==> config.mk <==
export PLATFORM = sky130hd
export DESIGN_NAME = gcd_engine_flat
export DESIGN_NICKNAME = d
export VERILOG_FILES = /design/src/rtl/gcd_engine_if.sv /design/src/rtl/gcd_engine.sv /design/src/flat_wrapper.sv
export SDC_FILE = /design/constraint.sdc
export NUM_CORES = 1
export LEC_CHECK = 0
export CAP_MARGIN = 20
export CORE_ASPECT_RATIO = 1.2
export CORE_MARGIN = 2
export CORE_UTILIZATION = 30
export DETAILED_ROUTE_END_ITERATION = 6
export GPL_TIMING_DRIVEN = 0
export REMOVE_ABC_BUFFERS = 1
export SLEW_MARGIN = 20
export SYNTH_ARGS = -nofsm -noshare
export SYNTH_HDL_FRONTEND = slang
export SYNTH_SLANG_ARGS = --single-unit
==> constraint.sdc <==
create_clock -name clk -period 5.3 [get_ports clk]
set_clock_uncertainty 0.15 [all_clocks]
set_input_delay 0.795 -clock clk [delete_from_list [all_inputs] [get_ports clk]]
set_output_delay 0.795 -clock clk [all_outputs]
set_load 0.05 [all_outputs]
==> src/rtl/gcd_engine_if.sv <==
// Handshake and data bundle for gcd_engine: a requester drives start and
// the operands, the engine returns status, result and iteration count.
interface gcd_engine_if #(
    parameter int WIDTH  = 16,
    parameter int ITER_W = 16
);
    logic              start;
    logic [WIDTH-1:0]  a_in;
    logic [WIDTH-1:0]  b_in;
    logic              busy;
    logic              done;
    logic [WIDTH-1:0]  gcd_out;
    logic [ITER_W-1:0] iter_count;
    logic              err;

    // Requester side
    modport master (
        output start, a_in, b_in,
        input  busy, done, gcd_out, iter_count, err
    );

    // Engine side
    modport slave (
        input  start, a_in, b_in,
        output busy, done, gcd_out, iter_count, err
    );
endinterface

==> src/rtl/gcd_engine.sv <==
// gcd_engine: repeated-subtraction GCD with a start/busy/done handshake.
// Operands load in one cycle, each CALC cycle does one subtraction or the
// terminating decision, and results are held until the next accepted start.
module gcd_engine #(
    parameter int WIDTH  = 16,
    parameter int ITER_W = 16
) (
    input  logic        clk,
    input  logic        rst,
    gcd_engine_if.slave bus
);

    typedef enum logic [1:0] {
        S_IDLE = 2'd0,
        S_CALC = 2'd1,
        S_DONE = 2'd2
    } state_t;

    state_t            r_state;
    state_t            w_state_nxt;
    logic [WIDTH-1:0]  r_a;
    logic [WIDTH-1:0]  r_b;
    logic [WIDTH-1:0]  r_gcd;
    logic [ITER_W-1:0] r_iter;
    logic              r_err;

    logic              w_a_zero;
    logic              w_b_zero;
    logic              w_equal;
    logic              w_a_lt_b;
    logic              w_finish;

    // Counter stops at all-ones instead of wrapping; the operation still completes.
    function automatic logic [ITER_W-1:0] sat_inc(input logic [ITER_W-1:0] v);
        return (&v) ? v : v + 1'b1;
    endfunction

    assign w_a_zero = (r_a == '0);
    assign w_b_zero = (r_b == '0);
    assign w_equal  = (r_a == r_b);
    assign w_a_lt_b = (r_a < r_b);
    // Any zero operand or equality ends the reduction this cycle.
    assign w_finish = w_a_zero || w_b_zero || w_equal;

    // State register; reset overrides every transition, including mid-CALC.
    always_ff @(posedge clk) begin
        if (rst) begin
            r_state <= S_IDLE;
        end else begin
            r_state <= w_state_nxt;
        end
    end

    // Next-state decode; start is only honoured in IDLE.
    always_comb begin
        w_state_nxt = r_state;
        case (r_state)
            S_IDLE: begin
                if (bus.start) begin
                    w_state_nxt = S_CALC;
                end
            end
            S_CALC: begin
                if (w_finish) begin
                    w_state_nxt = S_DONE;
                end
            end
            S_DONE: begin
                w_state_nxt = S_IDLE;
            end
            default: begin
                w_state_nxt = S_IDLE;
            end
        endcase
    end

    // Datapath: operand load, one subtraction per cycle, result capture.
    // The larger operand is always the one reduced, so no underflow occurs.
    always_ff @(posedge clk) begin
        if (rst) begin
            r_a    <= '0;
            r_b    <= '0;
            r_gcd  <= '0;
            r_iter <= '0;
            r_err  <= 1'b0;
        end else begin
            case (r_state)
                S_IDLE: begin
                    if (bus.start) begin
                        r_a    <= bus.a_in;
                        r_b    <= bus.b_in;
                        r_gcd  <= '0;
                        r_iter <= '0;
                        r_err  <= 1'b0;
                    end
                end
                S_CALC: begin
                    if (w_a_zero && w_b_zero) begin
                        r_gcd <= '0;
                        r_err <= 1'b1;
                    end else if (w_a_zero) begin
                        r_gcd <= r_b;
                    end else if (w_b_zero) begin
                        r_gcd <= r_a;
                    end else if (w_equal) begin
                        r_gcd <= r_a;
                    end else if (w_a_lt_b) begin
                        r_b    <= r_b - r_a;
                        r_iter <= sat_inc(r_iter);
                    end else begin
                        r_a    <= r_a - r_b;
                        r_iter <= sat_inc(r_iter);
                    end
                end
                default: begin
                end
            endcase
        end
    end

    // Status decodes straight from the state register; data outputs are registered.
    assign bus.busy       = (r_state == S_CALC);
    assign bus.done       = (r_state == S_DONE);
    assign bus.gcd_out    = r_gcd;
    assign bus.iter_count = r_iter;
    assign bus.err        = r_err;

endmodule

==> src/flat_wrapper.sv <==
// flat-port wrapper written by rule: the top's interface ports become plain ports
module gcd_engine_flat 
#(
    parameter int WIDTH  = 16,
    parameter int ITER_W = 16
)
  (clk, rst, bus_start, bus_a_in, bus_b_in, bus_busy, bus_done, bus_gcd_out, bus_iter_count, bus_err);
  gcd_engine_if #(.WIDTH(WIDTH), .ITER_W(ITER_W)) bus_i ();
  input  logic clk;
  input  logic rst;
  input wire logic [$bits(bus_i.start)-1:0] bus_start;
  input wire logic [$bits(bus_i.a_in)-1:0] bus_a_in;
  input wire logic [$bits(bus_i.b_in)-1:0] bus_b_in;
  output wire logic [$bits(bus_i.busy)-1:0] bus_busy;
  output wire logic [$bits(bus_i.done)-1:0] bus_done;
  output wire logic [$bits(bus_i.gcd_out)-1:0] bus_gcd_out;
  output wire logic [$bits(bus_i.iter_count)-1:0] bus_iter_count;
  output wire logic [$bits(bus_i.err)-1:0] bus_err;
  assign bus_i.start = bus_start;
  assign bus_i.a_in = bus_a_in;
  assign bus_i.b_in = bus_b_in;
  assign bus_busy = bus_i.busy;
  assign bus_done = bus_i.done;
  assign bus_gcd_out = bus_i.gcd_out;
  assign bus_iter_count = bus_i.iter_count;
  assign bus_err = bus_i.err;
  gcd_engine #(.WIDTH(WIDTH), .ITER_W(ITER_W)) u_core (.clk(clk), .rst(rst), .bus(bus_i));
endmodule
**Run 1: clock routing**

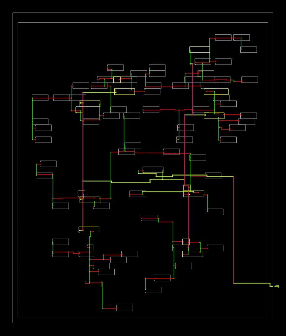
TritonCTS buffer count: 9
Latency at later pin: 0.35 ns

**Run 1: clock wires, drivers and flops**

Bar = 20 um.
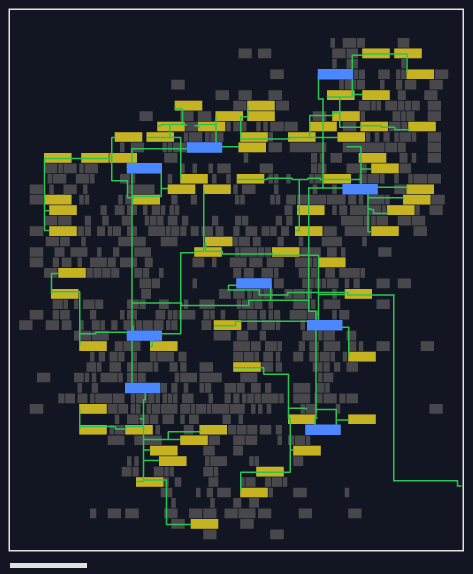
[cells driving clock nets] blue | count: 9
[clock wires] green | length: 1100 um
[flip-flops] yellow | count: 67
flops lie	spread over the die
routed clock nets	10

**Run 1: metal layers overlaid**

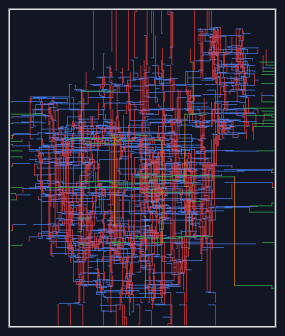
layer	colour	wire length
met2	red	6740 um
met4	orange	347 um
met1	blue	5750 um
met3	green	531 um

**Run 1: port wiring**

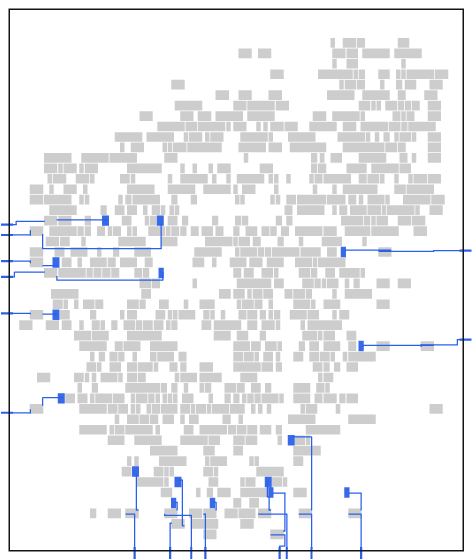
port	colour	bits	direction	edge	end cells	wire
bus_b_in	blue	16	input	8 bottom, 6 left, 2 right	16	381 um

==> flow_summary_export.csv, run 1 <==
group,metric,value,unit
synthesis,async_flop_share,0,
critical_path,cp-start-kind,"flop",
floorplanning,die_h,140,um
sta,rsz0062_at_grt,"no",
floorplanning,fp.coreArea,15100,um^2
sta,fin_crit_sh,0.749,
sta,fmax,252,MHz
synthesis,yosys.area.top_type,"dfxtp_1",
floorplanning,die_area,16500,um^2
sta,max_slew_margin,0.279,
clock_network,ctsResizeCount,0,
synthesis,synth.most_common_cell,"nor2_1",
synthesis,syn_area_per_cell,7.93,um^2
sta,drv_slew,0,
synthesis,top_area_frac,0.288,
synthesis,synthCells,587,
placement,gp_congestion,0.878,
routing,post_drt_wl_per_cell,15.9,um
global_routing,antenna_found_initial,0,
cells_and_area,drive_above_1_share,0.0627,
synthesis,yosys_cells,587,
routing,route.vias.total,4355,
placement,port_buffers,69,
power_and_ir_drop,power_leakage,2.22,nW
synthesis,ys_seq_share,0.288,
floorplanning,fp_util,0.309,
routing,wl,13.4,mm
floorplanning,io_pins,70,
cells_and_area,nNetsFinal,702,
power_and_ir_drop,vdd_ir_drop_max,0.000184,V
synthesis,topCellsByArea,"dfxtp_1 29%, ha_1 8.6%, nor2_1 8.1%",
routing,drt_iter0_drc,214,
sta,hold_violations,0,
routing,first_pass_iters,4,
synthesis,ys.flops,67,
power_and_ir_drop,clkPwrFrac,0.201,
placement,dp.cells,826,
synthesis,ys_chip_area,4660,um^2
critical_path,cp.arrival,3.02,ns
synthesis,synthTopCellsByCount,"101 x nor2_1, 67 x dfxtp_1, 42 x a21oi_1",
sta,worst_pin_slew,1.08,ns
critical_path,crit_type,"flop to output pin",
synthesis,yosysWarningCount,0,
clock_network,cts_max_level,3,
clock_network,cts_hold_buf,0,
power_and_ir_drop,power_frac_comb,0.564,
synthesis,edf_count,0,
cells_and_area,diodes,0,
clock_network,cts_tree,"yes",
cells_and_area,mi_logic_area,3030,um^2
sta,setup_violations,0,
run_status,status,"finished, final reports clean",
routing,ant_nets,0,
floorplanning,rows,49,
cells_and_area,syn2layout_area_growth,24.3,%
routing,avgViaCountPerCell,5.17,
global_routing,grt_pass1_wl,22.0,mm
clock_network,cts.sinks,67,
floorplanning,die_width,118,um
clock_network,root_buffer,"clkbuf_16",
clock_network,cts_buffer_depth,2,
critical_path,worstSetupEndpointType,"output pin",
sta,finalCriticalPeriod,3.97,ns
cells_and_area,fill_cells,1599,
power_and_ir_drop,p_sw_frac,0.457,
global_routing,grt_max_degree,59,
sta,setup_ws,1.33,ns
critical_path,cp.required,4.36,ns
run,drv_cap,0,
power_and_ir_drop,p_seq_frac,0.235,
power_and_ir_drop,p_total,3.12,mW
critical_path,cp_max_fo,58,
cells_and_area,instances_no_fill,842,
power_and_ir_drop,power_density,538,nW/um^2
synthesis,synth_top_flop_cell,"dfxtp_1",
min_path,hold_class,"flop to flop",
[run 1: final timing paths]
kind                                      end  slack [ns]                            from  cells past startpoint
setup / recovery                     bus_busy        1.33  u_core.r_state[0]$_SDFFE_PP0P_                      3
hold / removal    u_core.bus.err$_SDFFE_PP0P_        0.33     u_core.bus.err$_SDFFE_PP0P_                      2
setup reg to reg  u_core.r_a[15]$_SDFFE_PP0P_        1.72      u_core.r_b[4]$_SDFFE_PP0P_                     10
hold reg to reg   u_core.bus.err$_SDFFE_PP0P_        0.33     u_core.bus.err$_SDFFE_PP0P_                      2
[run 1: per-layer routing]
metal	wire length (um)	GRT usage
met5	0	0
met3	531	0.0285
met1	5750	0.189
met4	347	0.0780
met2	6740	0.296
[run 1: cells by family (layout without fill, tap and decap cells)]
logic type / count (synthesis) / after routing / synth area share
AND-OR/OR-AND: 148 / 148 / 0.231
XOR/XNOR: 32 / 32 / 0.0602
adder cells (fa/ha/maj): 34 / 34 / 0.0946
buffers and inverters: 72 / 123 / 0.0664
flip-flops: 67 / 67 / 0.288
multiplexers: 19 / 19 / 0.0408
AND/OR/NAND/NOR: 215 / 215 / 0.219
[run 1: sequential cells by signal, summed over array words and instances (netlist names)]
name	cells
u_core.bus.iter_count	16
u_core.bus.err	1
u_core.bus.gcd_out	16
u_core.r_b	16
u_core.r_state	2
u_core.r_a	16
[run 1: worst max-delay path: stages, from the launching register on]
cell	delay, ns
dfxtp_1	0.60
nand2b_4	0.45
inv_1	0.68
clkdlybuf4s50_1	0.93
[run 1: layout by cell type, fill, tap and decap left out, types with 5 or more instances in the layout]
cell	instances
nor2_1	101
clkdlybuf4s50_1	68
dfxtp_1	67
a21oi_1	41
inv_1	36
a211oi_1	36
nand2_1	35
ha_1	32
mux2i_1	19
xor2_1	19
o21ai_0	13
xnor2_1	13
nor3_1	11
nor2b_1	10
nand3_1	10
a21o_1	10
nand4_1	9
clkbuf_16	9
nor4_1	8
o21a_1	7
nand2b_1	6
and2_1	5
[run 1: cell type report]
type	instances	share of cell area
Clock buffer	9	0.0389
Clock inverter	7	0.0138
Inverter	36	0.0234
Multi-Input combinational cell	448	0.523
Sequential cell	67	0.232
Tap cell	204	0.0441
Timing Repair Buffer	71	0.125
[run 1: power by group through the flow]
stage / Combinational [mW] / Clock [mW] / Sequential [mW]
2_1_floorplan: 1.32 / 0 / 0.712
3_3_place_gp: 1.70 / 0 / 0.736
3_5_place_dp: 1.73 / 0 / 0.738
4_1_cts: 1.75 / 0.642 / 0.729
5_1_grt: 1.96 / 0.657 / 0.744
6_report: 1.76 / 0.627 / 0.731
[run 1: per-stage QoR]
step	hold slack, ns	setup TNS (ns)	area, um^2	utilization
floorplan	0.317	0	4480	-
global placement	0.323	-10.41	5430	0.360
detailed placement	0.326	0	5480	0.363
CTS	0.337	0	5780	0.383
global route	0.352	0	5790	0.384
finish	0.331	0	5790	0.384
==> inputs of run 2 (changes only) <==
- clock period: 5.3 -> 3.3 ns (I/O delays scaled with it)
**Run 2: selected gate families**

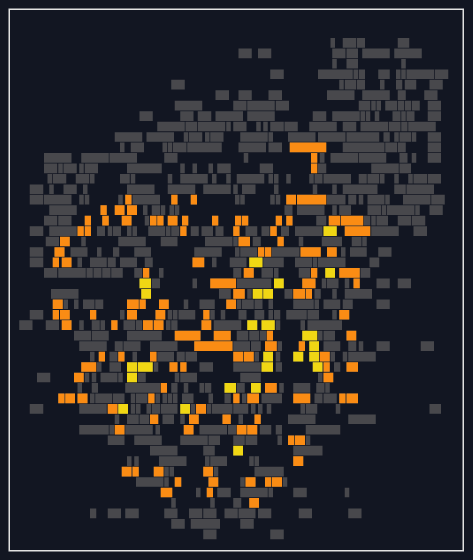
family	colour	cells	most used
inverting AOI/OAI gates	orange	125	a21oi_1
AND-OR and OR-AND gates	yellow	25	a21o_1

**Run 2: metal layers overlaid**

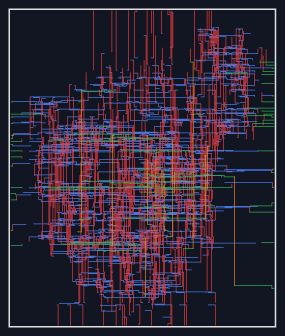
layer	colour	wire length
met2	red	7160 um
met3	green	790 um
met4	orange	494 um
met1	blue	5960 um

==> run 2 against run 1 <==
Compared with the run above: die size stayed put; worst hold slack about the same; critical endpoint is now u_core.r_a[15]$_SDFFE_PP0P_; largest cell class unchanged; register-to-register slack got worse by 1.6 ns; clock-buffer cell count unchanged; via count grew 2.9%; wire length rose by 7.8%.
==> flow_summary_export.csv, run 2 <==
group,metric,value,unit
critical_path,worstPathCellList,"inv_1 -> ha_2 -> and3_4 -> nand3_2 -> or4_4 -> a31oi_4 -> or2_4 -> o21bai_4 -> a211oi_1 -> a221oi_1",
routing,drt_iter0_drc,252,
synthesis,synthCells,587,
routing,first_pass_iters,7,
synthesis,synth.most_common_cell,"nor2_1",
clock_network,insertion_delay,0.35,ns
routing,ant_nets,0,
sta,max_slew_margin,0.527,
critical_path,slowest_stage,"or4_4",
synthesis,topCellsByArea,"dfxtp_1 29%, ha_1 8.6%, nor2_1 8.1%",
floorplanning,die_area,16500,um^2
sta,drv_slew,0,
global_routing,grt_max_degree,37,
floorplanning,die_h,140,um
power_and_ir_drop,vdd_ir_drop_max,0.000329,V
floorplanning,io_pins,70,
synthesis,top_area_frac,0.288,
cells_and_area,finalInstanceArea,5960,um^2
routing,post_drt_wl_per_cell,16.9,um
cells_and_area,diodes,0,
cells_and_area,nNetsFinal,712,
floorplanning,fp_util,0.309,
sta,hold_violations,0,
power_and_ir_drop,power_density,885,nW/um^2
power_and_ir_drop,clkPwrFrac,0.191,
synthesis,edf_count,0,
run,drv_cap,0,
run_status,status,"finished, final reports clean",
critical_path,cp_max_fo,8,
clock_network,cts_max_level,3,
critical_path,cp-start-kind,"flop",
power_and_ir_drop,p_sw_frac,0.459,
floorplanning,rows,49,
power_and_ir_drop,power_leakage,2.26,nW
routing,wl,14.4,mm
power_and_ir_drop,p_seq_frac,0.225,
**Run 2: clock routing**

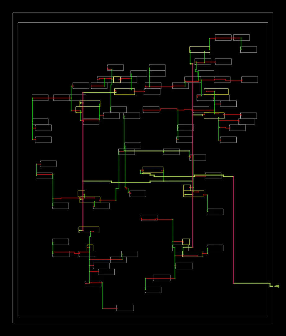
flip-flops: 67
P_clk: 1.01 mW
clkbuf count: 9
Num Clock Sinks: 67

## run 2: cell types whose count changed in the layout (fill, tap and decap cells not counted), sizes merged
cell,change
buf,+7
o21bai,+2
clkdlybuf4s50,-1
clkinvlp,+1
dlygate4sd2,+1
inv,-1
nand2b,+1
## run 2: stage by stage
stage | cells | power, mW
after global placement | 824 | 3.91
final | 852 | 5.27
after detailed placement | 826 | 3.97
after global routing | 852 | 5.67
after floorplan | 551 | 3.26
after CTS | 849 | 5.15
## run 2: metal layers
| layer | part of all wire | routed length [um] | global-route usage |
|---|---|---|---|
| met5 | 0 | 0 | 0 |
| met4 | 0.034 | 494 | 0.0951 |
| met3 | 0.055 | 790 | 0.0318 |
| met2 | 0.50 | 7160 | 0.302 |
| met1 | 0.41 | 5960 | 0.206 |
## run 2: worst max-delay path, delay by kind of cell, from the launching register on
family,cells,cell delay (ns)
adder cells (fa/ha/maj),1,0.39
flip-flops,1,0.41
buffers and inverters,1,0.07
AND-OR/OR-AND,4,0.90
AND/OR/NAND/NOR,4,1.18
## run 2: repair_timing
action	in CTS	in global routing
pin swaps	3	4
setup endpoints to repair	47	42
setup buffers	4	3
resized	6	19
gates cloned	3	0
## run 2: logic make-up (layout without fill, tap and decap cells)
logic type	Yosys count	after routing	share of synthesized area
xor+xnor	32	32	0.0602
flops	67	67	0.288
mux	19	19	0.0408
fa+ha+maj	34	34	0.0946
buf+inv	72	130	0.0664
simple gates	215	216	0.219
compound gates	148	150	0.231
## run 2: final timing paths
kind | slack [ns] | end | startpoint | cells after the start
worst max register to register | 0.09 | u_core.r_a[15]$_SDFFE_PP0P_ | u_core.r_b[8]$_SDFFE_PP0P_ | 10
worst min register to register | 0.33 | u_core.bus.err$_SDFFE_PP0P_ | u_core.bus.err$_SDFFE_PP0P_ | 2
worst max-delay path | 0.09 | u_core.r_a[15]$_SDFFE_PP0P_ | u_core.r_b[8]$_SDFFE_PP0P_ | 10
worst min-delay path | 0.33 | u_core.bus.err$_SDFFE_PP0P_ | u_core.bus.err$_SDFFE_PP0P_ | 2
## run 2: power by group through the flow
| stage | Combinational [mW] | Sequential [mW] | Clock [mW] |
|---|---|---|---|
| 2_1_floorplan | 2.12 | 1.14 | 0 |
| 3_3_place_gp | 2.72 | 1.18 | 0 |
| 3_5_place_dp | 2.78 | 1.19 | 0 |
| 4_1_cts | 2.94 | 1.18 | 1.03 |
| 5_1_grt | 3.41 | 1.20 | 1.06 |
| 6_report | 3.08 | 1.18 | 1.01 |
## run 2: area by class of cell
| class | instances | area [um^2] |
|---|---|---|
| Multi-Input combinational cell | 451 | 3130 |
| Clock inverter | 7 | 80.1 |
| Timing Repair Buffer | 78 | 785 |
| Inverter | 36 | 139 |
| Tap cell | 204 | 255 |
| Clock buffer | 9 | 225 |
| Fill cell | 1585 | 9130 |
| Sequential cell | 67 | 1350 |
No activity file was given, so power comes from the tool's default toggle rates.
